Run 1, signal wires on met1:
Bar = 20 um. Supply wires on this layer in gray. Cells faint in the background.
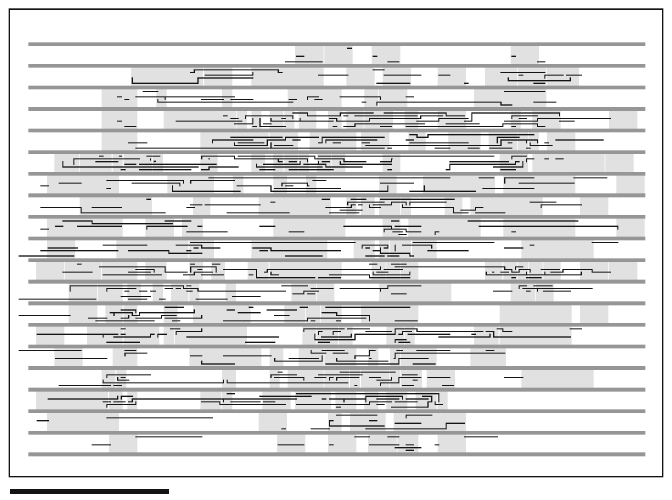
Run 1, wiring by layer:
Only two layers are drawn.
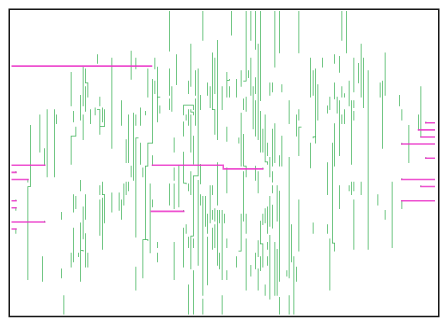
Run 1, sequential cells colored by netlist name:
Bar = 20 um. Other sequential cells in the stronger gray, the rest of the logic in the fainter gray.
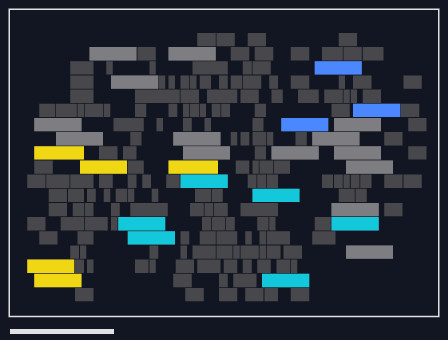
==> config.mk <==
export PLATFORM = sky130hd
export DESIGN_NAME = move_sequencer
export DESIGN_NICKNAME = d
export VERILOG_FILES = /design/src/rtl/move_sequencer.sv
export SDC_FILE = /design/constraint.sdc
export NUM_CORES = 1
export LEC_CHECK = 0
export CAP_MARGIN = 20
export CORE_ASPECT_RATIO = 0.7
export CORE_MARGIN = 2
export CORE_UTILIZATION = 39
export CTS_BUF_LIST = sky130_fd_sc_hd__clkbuf_4
export DETAILED_ROUTE_END_ITERATION = 10
export GPL_ROUTABILITY_DRIVEN = 1
export MAX_ROUTING_LAYER = met4
export PLACE_DENSITY = 0.61
export SYNTH_ARGS = -nofsm -noshare
export SYNTH_HDL_FRONTEND = slang
export SYNTH_SLANG_ARGS = --single-unit
==> constraint.sdc <==
create_clock -name clk_i -period 4.9 [get_ports clk_i]
set_input_delay 0.98 -clock clk_i [delete_from_list [all_inputs] [get_ports clk_i]]
set_output_delay 0.98 -clock clk_i [all_outputs]
set_load 0.02 [all_outputs]
==> summary.txt, run 1 <==
fresh numbers from the pnr run: fraction of registers with async set/reset 100%, FP Core Util between 40 and 50%, status finished clean, layout cells sized above 1 5.10%, hold slack 0.512 ns, Final #Nets 226, max reg flops 6, CP arrival ~2.4 ns, FF-to-FF path depth 7, most frequent cells in the layout clkdlybuf4s50_1, dfrtp_1, inv_1, ha_1, nand2_1, # hold bufs at CTS 0, ys flops 28, adder share 11.4%, clk_lat worst skew 0.33 ns, Worst Hold Class register to register, yosys cell count 160, Synth Cell Area 1670 sq um, Antenna Diode Count 0, RSZ-0062 raised after global routing false, Max Cap Viol 0, Synth Net Count 188, Dominant combinational family AND-OR/OR-AND gates, vias per std cell 5.23, gpl congestion 0.823, Synth mux share under 10%, Hold Path Depth 1, core box area 4020 sq um, Synth Area per Inst 10.4 sq um, initial antenna violation count 0, register area share after synthesis 42.2%, WS Path Type input pin to output pin, Leak 0.933 nW, total number of yosys warnings 0
-- 'signal wires on met1' (at the start) --
wire length on this layer: 1,940 um
nets with wire on the layer: 204
main direction: horizontal
via count: 1,296
final WL: 3.61 mm
met1 Use GR: 26.1%

-- 'wiring by layer' (at the start) --
[met2] green | wire length: 1,540 um
[met3] magenta | wire length: 103 um
drt wl/cell: 14.6 um
Tot GR Track Use: 17.6%

-- 'sequential cells colored by netlist name' (at the start) --
[block_x_o] yellow | sequential cells: 5 | where: middle left
[user_code] blue | sequential cells: 3
[block_y_o] cyan | sequential cells: 6
not colored: 14
post-layout util: 51.9%
sequential cell area: 703 sq um
Sequential Power: 0.410 mW
sequential cell area share: 33.7%

==> run 1: per-layer routing <==
metal / share of wire [%] / wire length [um]
met4: 0.75 / 27
met1: 54 / 1940
met5: 0 / 0
met2: 43 / 1540
met3: 2.8 / 102
==> run 1: report_power, final <==
part | internal (mW) | switching (mW) | leakage (nW)
sequential | 0.325 | 0.0845 | 0.354
combinational | 0.299 | 0.326 | 0.565
clock | 0.0289 | 0.0655 | 0.0138
total | 0.653 | 0.475 | 0.933
==> run 1: through the flow <==
stage / setup WS, ns / util [%] / std cells
after CTS: 1.50 / 51.9 / 248
after global routing: 1.48 / 51.9 / 248
after floorplan: 2.41 / - / 160
after global placement: 1.52 / 51.4 / 245
final: 1.53 / 51.9 / 248
after detailed placement: 1.50 / 51.4 / 245
==> run 1: final cells by class <==
class | count | share of cell area [%]
multi-input combinational | 117 | 42.8
clock buffer | 3 | 1.08
timing repair buffer | 36 | 17.1
tap | 52 | 3.12
inverter | 12 | 2.16
sequential | 28 | 33.7
==> run 1: kinds of logic after synthesis <==
| group | after synthesis |
|---|---|
| and+or+nand+nor | 46 |
| AOI/OAI and AO/OA | 45 |
| DFF | 28 |
| buffers and inverters | 15 |
| adders and majority gates | 14 |
| muxes | 8 |
| xor gates and xnor gates | 4 |
==> run 1: worst max-delay path, cell delays in order <==
cell and delay [ns]:
clkdlybuf4s50_1 0.53, nor3b_4 0.24, clkdlybuf4s50_1 0.64
==> run 1: cells in the mapped netlist, drive strengths merged, types with 2 or more instances <==
cell type	n	area share, %
a21oi	10	3.0
nand2b	3	1.1
a2bb2oi	2	1.1
a311o	2	1.2
xor2	4	2.1
nand3	2	0.60
mux2	4	2.7
and3	6	2.3
a21o	3	1.4
a211oi	2	0.90
and2	4	1.5
a22o	2	1.1
nor3	3	0.90
o21ai	13	3.9
dfstp	2	3.2
buf	3	1.6
nand2	11	2.5
mux2i	4	2.4
dfrtp	26	39
ha	12	9.0
inv	12	2.7
nor3b	2	1.6
nor2	9	2.0
o31ai	2	0.90
fa	2	2.4
Run 1, congestion heat map:
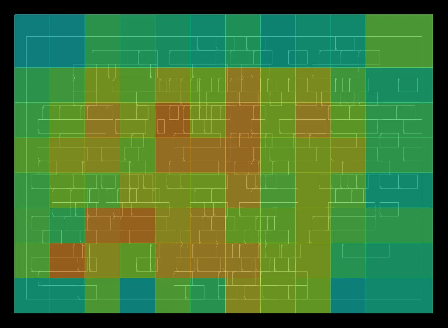

==> run 2, diff against run 1 <==
Settings changed: PLACE_DENSITY 0.61 to 0.63.
Clock period 4.9 ns to 2.84 ns, I/O delays scaled along.
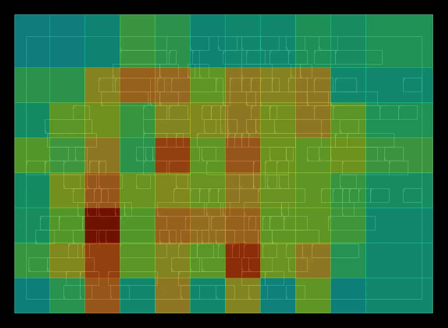
Run 2: congestion heat map
post-layout util: 52.0%
grt peak-use layer: met2
Tot GR Track Use: 17.0%
met1 Use GR: 23.1%
grt met3 use: 4.29%

==> summary.txt, run 2 <==
fresh numbers from the pnr run: most frequent cells in the layout clkdlybuf4s50_1, dfrtp_1, inv_1, ha_1, nand2_1, gpl congestion 0.827 (+0.45%), Finished Layout Cells 249 (+0.40%), WS Path Type input pin to output pin, cell mode on critical path clkdlybuf4s50_1, final WL 3.49 mm (-3.5%), Synth Cell Area 1670 sq um (unchanged), max reg flops 6 (unchanged), Cells after DPL 245 (unchanged), # hold bufs at CTS 0 (unchanged), CP Depth 3 (unchanged), Leak 0.934 nW (+0.17%), worst path bufs/invs 2 (unchanged), Final #Nets 226 (unchanged), layout cells sized above 1 5.08% (-0.026 points), initial antenna violation count 0 (unchanged), total number of yosys warnings 0 (unchanged), Max Cap Viol 0 (unchanged), ys flops 28 (unchanged), Synth Area per Inst 10.4 sq um (unchanged), slowest stage delay, CP 0.64 ns (about the same), CP arrival 1.99 ns (-0.40 ns), Hold Path Depth 1 (unchanged), yosys cell count 160 (unchanged), Crit path max-delay family buffers and inverters, Antenna Diode Count 0 (unchanged), vias per std cell 5.19 (-0.71%), Max-area cell share 39.0% (unchanged), cell type with the largest total area dfrtp_1, core box area 4020 sq um (unchanged), slowest CP cell clkdlybuf4s50_1, top cells by count, synth dfrtp_1, ha_1, inv_1, status finished clean, clk_lat worst skew 0.34 ns (about the same), RSZ-0062 raised after global routing false, cell with the most instances after synthesis dfrtp_1, Cell area leaders dfrtp_1, ha_1, dfstp_2, a21oi_1, o21ai_0
## run 2: cell counts after synthesis
Identical to the previous run, type by type.
## run 2: power breakdown
part / leakage (nW) / switching [mW] / internal, mW / total (mW)
Clock: 0.0154 / 0.119 / 0.0517 / 0.171
Sequential: 0.354 / 0.146 / 0.561 / 0.707
Combinational: 0.565 / 0.555 / 0.517 / 1.07
## run 2: stage by stage
| step | utilization (%) | hold WS, ns | setup slack [ns] |
|---|---|---|---|
| floorplan | - | 0.272 | 0.735 |
| global placement | 51.4 | 0.483 | 0.246 |
| detailed placement | 51.4 | 0.489 | 0.244 |
| CTS | 52.0 | 0.523 | 0.276 |
| global route | 52.0 | 0.556 | 0.237 |
| finish | 52.0 | 0.519 | 0.279 |
## run 2: kinds of logic after synthesis
| logic type | synth area share [%] |
|---|---|
| xor+xnor | 2.10 |
| buf+inv | 4.28 |
| fa+ha+maj | 11.4 |
| simple gates | 16.1 |
| compound gates | 18.9 |
| flops | 42.2 |
| mux | 5.10 |
## run 2: area by class of cell
cell class	count	area [sq um]	share of cell area (%)
clock buffer	3	22.5	1.08
multi-input combinational	117	893	42.7
sequential	28	703	33.6
timing repair buffer	36	358	17.1
tap	52	65.1	3.11
clock inverter	1	3.75	0.180
inverter	12	45.0	2.15
## run 2: routing by layer
metal  global-route usage, %  wire (um)  vias up
li1                        -          -      655
met1                    23.1       1730      604
met2                    25.3       1530       26
met3                    4.29        164        7
met4                    4.52         65        0
met5                       -          0        -
Power and IR drop assume default switching activity.
